### src/rtl/mem_stage_ctrl.sv
// mem_stage_ctrl: MEM stage of the 5-stage MIPS pipeline.
// Resolves branches, runs load/store accesses over a req/ack data-memory
// handshake, stalls upstream while an access is outstanding, holds the
// MEM/WB pipeline register and aborts hung accesses with a timeout counter.
// Optional feature: define MISALIGN_TRAP_EN to trap misaligned accesses
// (misalign_err pulse, no issue). Without it the low address bits are
// cleared and misalign_err is tied low.
module mem_stage_ctrl #(
  parameter int TIMEOUT_CYCLES = 255
) (
  input  logic        clk,
  input  logic        reset,
  input  logic        MemToReg,
  input  logic        RegWrite,
  input  logic        MemRead,
  input  logic        MemWrite,
  input  logic        Branch,
  input  logic [31:0] branch_target,
  input  logic        Zero,
  input  logic [31:0] alu_result,
  input  logic [31:0] read_data2,
  input  logic [4:0]  write_reg,
  output logic        pc_src,
  output logic [31:0] pc_target,
  output logic        stall_out,
  output logic        dmem_req,
  output logic        dmem_we,
  output logic [31:0] dmem_addr,
  output logic [31:0] dmem_wdata,
  input  logic [31:0] dmem_rdata,
  input  logic        dmem_ack,
  output logic        RegWrite_wb,
  output logic        MemToReg_wb,
  output logic [31:0] mem_data_wb,
  output logic [31:0] alu_result_wb,
  output logic [4:0]  write_reg_wb,
  output logic        timeout_err,
  output logic        misalign_err
);

  localparam int CW = $clog2(TIMEOUT_CYCLES + 1);
  localparam logic [CW-1:0] CNT_LAST = CW'(TIMEOUT_CYCLES - 1);
  localparam logic [CW-1:0] CNT_MAX  = CW'(TIMEOUT_CYCLES);

  typedef enum logic {
    ST_IDLE = 1'b0,
    ST_WAIT = 1'b1
  } state_t;

  state_t state;
  state_t state_next;

  logic [CW-1:0] cnt;
  logic          mem_op;
  logic          misaligned;
  logic          issue;
  logic          expire;
  logic          complete;
  logic [31:0]   issue_addr;

  logic          hold_regwrite;
  logic          hold_memtoreg;
  logic [4:0]    hold_write_reg;
  logic [31:0]   hold_alu;

  assign mem_op    = MemRead | MemWrite;
  assign pc_target = branch_target;

`ifdef MISALIGN_TRAP_EN
  assign misaligned = mem_op & (alu_result[1:0] != 2'b00);
  assign issue_addr = alu_result;
`else
  assign misaligned = 1'b0;
  assign issue_addr = {alu_result[31:2], 2'b00};
`endif

  // State register for the IDLE/WAIT access sequencer.
  always_ff @(posedge clk) begin
    if (reset) begin
      state <= ST_IDLE;
    end else begin
      state <= state_next;
    end
  end

  // Next state, stall/branch outputs and access completion/abort decode.
  always_comb begin
    state_next = state;
    stall_out  = 1'b0;
    pc_src     = 1'b0;
    issue      = 1'b0;
    expire     = 1'b0;
    complete   = 1'b0;
    case (state)
      ST_IDLE: begin
        issue     = mem_op & ~misaligned;
        stall_out = issue;
        pc_src    = Branch & Zero;
        if (issue) begin
          state_next = ST_WAIT;
        end
      end
      ST_WAIT: begin
        complete  = dmem_ack;
        expire    = (cnt == CNT_LAST) & ~dmem_ack;
        stall_out = ~dmem_ack & ~expire;
        if (complete || expire) begin
          state_next = ST_IDLE;
        end
      end
      default: begin
        state_next = ST_IDLE;
      end
    endcase
  end

  // Request registers, hold registers, timeout counter and MEM/WB register.
  always_ff @(posedge clk) begin
    if (reset) begin
      dmem_req       <= 1'b0;
      dmem_we        <= 1'b0;
      dmem_addr      <= '0;
      dmem_wdata     <= '0;
      cnt            <= '0;
      hold_regwrite  <= 1'b0;
      hold_memtoreg  <= 1'b0;
      hold_write_reg <= '0;
      hold_alu       <= '0;
      RegWrite_wb    <= 1'b0;
      MemToReg_wb    <= 1'b0;
      mem_data_wb    <= '0;
      alu_result_wb  <= '0;
      write_reg_wb   <= '0;
      timeout_err    <= 1'b0;
    end else begin
      timeout_err <= expire;
      case (state)
        ST_IDLE: begin
          if (issue) begin
            dmem_req       <= 1'b1;
            dmem_we        <= MemWrite;
            dmem_addr      <= issue_addr;
            dmem_wdata     <= read_data2;
            cnt            <= '0;
            hold_regwrite  <= RegWrite;
            hold_memtoreg  <= MemToReg;
            hold_write_reg <= write_reg;
            hold_alu       <= alu_result;
            RegWrite_wb    <= 1'b0;
            MemToReg_wb    <= 1'b0;
          end else if (misaligned) begin
            RegWrite_wb <= 1'b0;
            MemToReg_wb <= 1'b0;
          end else begin
            RegWrite_wb   <= RegWrite;
            MemToReg_wb   <= MemToReg;
            alu_result_wb <= alu_result;
            write_reg_wb  <= write_reg;
          end
        end
        ST_WAIT: begin
          if (complete) begin
            dmem_req      <= 1'b0;
            dmem_we       <= 1'b0;
            mem_data_wb   <= dmem_rdata;
            RegWrite_wb   <= hold_regwrite;
            MemToReg_wb   <= hold_memtoreg;
            write_reg_wb  <= hold_write_reg;
            alu_result_wb <= hold_alu;
          end else if (expire) begin
            dmem_req    <= 1'b0;
            dmem_we     <= 1'b0;
            RegWrite_wb <= 1'b0;
            MemToReg_wb <= 1'b0;
          end else begin
            if (cnt != CNT_MAX) begin
              cnt <= cnt + CW'(1);
            end
            RegWrite_wb <= 1'b0;
            MemToReg_wb <= 1'b0;
          end
        end
        default: begin
          dmem_req <= 1'b0;
        end
      endcase
    end
  end

`ifdef MISALIGN_TRAP_EN
  // One-cycle trap pulse for a misaligned access presented while idle.
  always_ff @(posedge clk) begin
    if (reset) begin
      misalign_err <= 1'b0;
    end else begin
      misalign_err <= (state == ST_IDLE) & misaligned;
    end
  end
`else
  assign misalign_err = 1'b0;
`endif

endmodule

### config.mk
export PLATFORM = sky130hd
export DESIGN_NAME = mem_stage_ctrl
export DESIGN_NICKNAME = d
export VERILOG_FILES = /design/src/rtl/mem_stage_ctrl.sv
export SDC_FILE = /design/constraint.sdc
export NUM_CORES = 1
export LEC_CHECK = 0
export ABC_AREA = 1
export CAP_MARGIN = 20
export CORE_MARGIN = 4
export CORE_UTILIZATION = 37
export CTS_BUF_LIST = sky130_fd_sc_hd__clkbuf_16
export CTS_CLUSTER_SIZE = 14
export DETAILED_ROUTE_END_ITERATION = 6
export HOLD_SLACK_MARGIN = 0.12
export PLACE_DENSITY = 0.84
export SLEW_MARGIN = 40
export SYNTH_ARGS = -nofsm -noshare
export SYNTH_HDL_FRONTEND = slang
export SYNTH_SLANG_ARGS = --single-unit
### constraint.sdc
create_clock -name clk -period 1.15 [get_ports clk]
set_input_delay 0.23 -clock clk [delete_from_list [all_inputs] [get_ports clk]]
set_output_delay 0.23 -clock clk [all_outputs]
set_load 0.01 [all_outputs]
==> flow_summary_export.csv, run 1 <==
group,metric,value,unit
die,core_util_floorplan,0.382,
final_layout,fin_cells,1380,
clock_tree,ctsHtreeMaxLevel,4,
power_and_ir_drop,power_leader,"sequential cells",
grt,met1_usage,0.284,
timing,finalCritPeriodShare,1.41,
status,outcome,"finished with violations",
timing,setup_viol,159,
routing,wl_per_cell,20.4,microns
yosys,yosys-stat-area,0.00639,sq mm
status,violations,"negative setup slack",
power_and_ir_drop,p_comb_frac,0.293,
worst_setup_path,reg2reg_from,"state",
worst_setup_path,max_stage_delay,320,ps
power_and_ir_drop,p_int,0.0120,W
yosys,ys_sh_adder,0.00391,
clock_tree,cts_resized,926,
placement,placed_area,0.00900,sq mm
yosys,async_flop_share,0,
grt,met2_usage,0.442,
yosys,netlist.top_cell.by_area,"dfxtp_1",
yosys,ys_seq_frac,0.482,
routing,drc,0,
routing,route.met2.wl,14900,microns
placement,place_congestion,0.863,
worst_setup_path,cp_data_required_time,920,ps
power_and_ir_drop,p_sw_frac,0.306,
timing,worst_slack,-468,ps
die,fp.dieW,139,microns
routing,vias,7229,
final_layout,fin_area,0.0125,sq mm
worst_setup_path,critical_path.startpoint_type,"register",
final_layout,synthToLayoutAreaGrowth,95.3,%
worst_setup_path,worstReg2RegEnd,"hold_write_reg[1]",
die,fp-row-count,47,
hold_path,min_delay_path_depth,3,
clock_tree,clk_latency,420,ps
power_and_ir_drop,powerClk,0.00598,W
yosys,synth_warnings,0,
grt,grt_busiest_layer,"met2",
worst_setup_path,critPathBufInv,3,
worst_setup_path,reg2regPathDepth,9,
worst_setup_path,cpMostUsedCell,"inv_2",
yosys,ys_sh_aoi,0.159,
-- run 1: cell type report --
cell class | count | area (sq um)
repair buffers | 409 | 4350
fillers | 1052 | 4270
multi-input cells | 552 | 3910
flip-flops and latches | 154 | 3260
clock buffers | 17 | 425
well taps | 220 | 275
clock inverters | 15 | 190
inverters | 13 | 86.3
-- run 1: layout by cell type, fill, tap and decap left out, drive strengths merged --
master	n
nand3	14
o21ai	143
a31oi	37
nor2	225
buf	296
clkinvlp	4
clkbuf	21
bufinv	3
inv	17
nor3b	1
a21oi	12
dlymetal6s2s	2
nand4	1
ha	2
clkinv	4
nand2	114
dfxtp	154
conb	3
clkdlybuf4s50	107
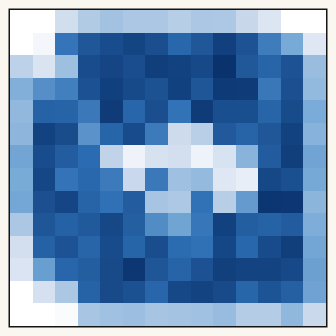
Figure 1: run 1, cell area per tile.
14 x 14 tiles, from white (low) to dark blue (high), 0 to 100% covered.
nearly empty tiles: 4.1%
fullest tile: 99%
tiles over 75% full: 52%
mean over tiles: 63%

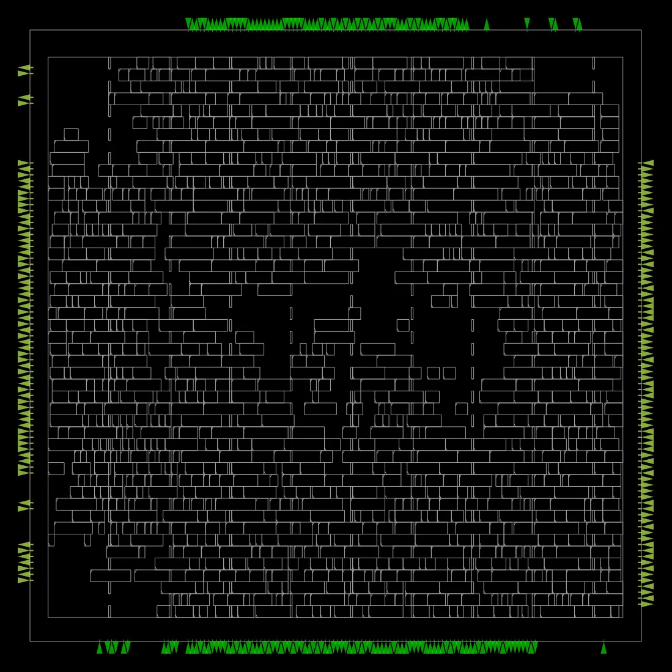
Figure 2: run 1, placed standard cells.
TAP cells: 220
Core Box Area: 0.0168 sq mm
Seq area share: 0.261

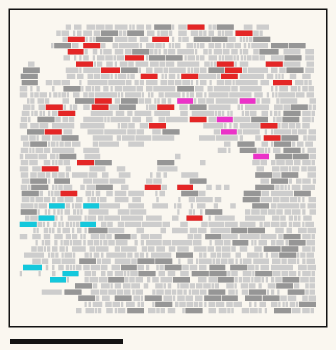
Figure 3: run 1, sequential cells coloured by netlist name.
Bar = 50 microns. Other sequential cells in the stronger grey, the rest of the logic in the fainter grey.
legend:
  `cnt`:
    colour: cyan
    flops: 8
  `hold_alu`:
    colour: red
    flops: 32
  `hold_write_reg`:
    colour: magenta
    flops: 5
not coloured: 109

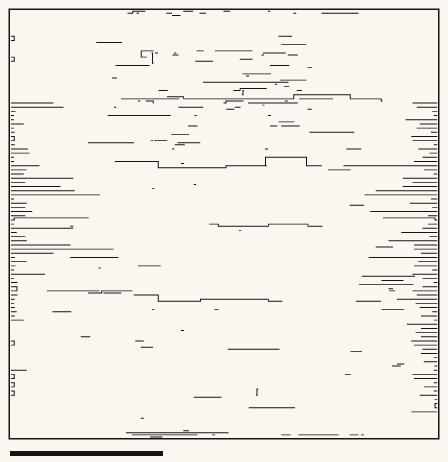
Figure 4: run 1, metal 3.
Bar = 50 microns.
longest straight run: 35.9 microns
wire length on this layer: 1,720 microns

==> run 2, diff against run 1 <==
--- a/config.mk
+++ b/config.mk
@@ -14,6 +14,7 @@
 export DETAILED_ROUTE_END_ITERATION = 6
 export HOLD_SLACK_MARGIN = 0.12
 export PLACE_DENSITY = 0.84
+export RECOVER_POWER = 50
 export SLEW_MARGIN = 40
 export SYNTH_ARGS = -nofsm -noshare
 export SYNTH_HDL_FRONTEND = slang
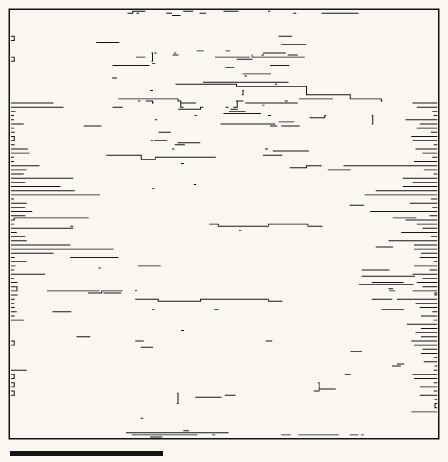
Figure 5: run 2, metal 3.
Bar = 50 microns.
Post-Route WL: 28,100 microns
routed vias: 7,221

==> flow_summary_export.csv, run 2 <==
group,metric,value,unit
die,fp.dieW,139,microns
grt,grt_busiest_layer,"met2",
routing,drc,0,
yosys,ys_seq_frac,0.482,
clock_tree,cts_resized,926,
die,fp-row-count,47,
final_layout,synthToLayoutAreaGrowth,95.0,%
final_layout,lay_top_count,"nor2_1",
routing,wl_per_cell,20.4,microns
worst_setup_path,worstReg2RegEnd,"hold_write_reg[1]",
worst_setup_path,reg2regPathDepth,9,
placement,place_congestion,0.863,
placement,port_buffers,247,
yosys,ys_sh_aoi,0.159,
final_layout,layout-drive-gt1-share,0.620,
die,coreArea,0.0168,sq mm
worst_setup_path,cp_data_required_time,920,ps
yosys,synth_warnings,0,
worst_setup_path,max_stage_delay,320,ps
clock_tree,ctsHtreeMaxLevel,4,
yosys,async_flop_share,0,
yosys,ys_sh_adder,0.00391,
status,violations,"negative setup slack",
grt,met1_usage,0.284,
yosys,netlist.top_cell.by_area,"dfxtp_1",
worst_setup_path,reg2reg_from,"state",
grt,grt_usage,0.245,
routing,route.met2.wl,14900,microns
timing,worst_slack,-468,ps
status,outcome,"finished with violations",
worst_setup_path,cpMostUsedCell,"inv_2",
timing,setup_viol,159,
die,core_util_floorplan,0.382,
timing,finalCritPeriodShare,1.41,
worst_setup_path,critical_path.startpoint_type,"register",
yosys,netlist_logic_family_top,"simple AND/OR/NAND/NOR gates",
hold_path,min_delay_path_depth,3,
yosys,yosys-stat-area,0.00639,sq mm
final_layout,lay_top_cells,"nor2_1 (151), o21ai_2 (113), dfxtp_2 (111), clkdlybuf4s50_1 (107), buf_4 (99)",
worst_setup_path,critPathBufInv,3,
[run 2: where the power goes]
group          switching, W  leakage (nW)  internal [W]
sequential         0.000371          1.32       0.00588
combinational       0.00241          3.65       0.00264
clock               0.00250         0.288       0.00347
total               0.00528          5.25        0.0120
[run 2: stage by stage]
stage               instance area [sq um]  utilization  setup slack, ps  total power [W]  std cells
floorplan                            6440            -            -41.2          0.00773        838
global placement                     9000        0.537             -626          0.00919       1247
detailed placement                   9000        0.537             -640          0.00927       1247
CTS                                 11000        0.658             -514           0.0163       1341
global route                        12500        0.744             -538           0.0179       1380
finish                              12500        0.744             -468           0.0173       1380
[run 2: cell type report]
type,instances,area (sq um)
sequential,154,3250
timing repair buffer,409,4330
fill,1055,4290
multi-input combinational,552,3910
inverter,13,86.3
clock inverter,15,190
tap,220,275
clock buffer,17,425
Power figures rest on the tool's default switching activity, not on a simulated workload.
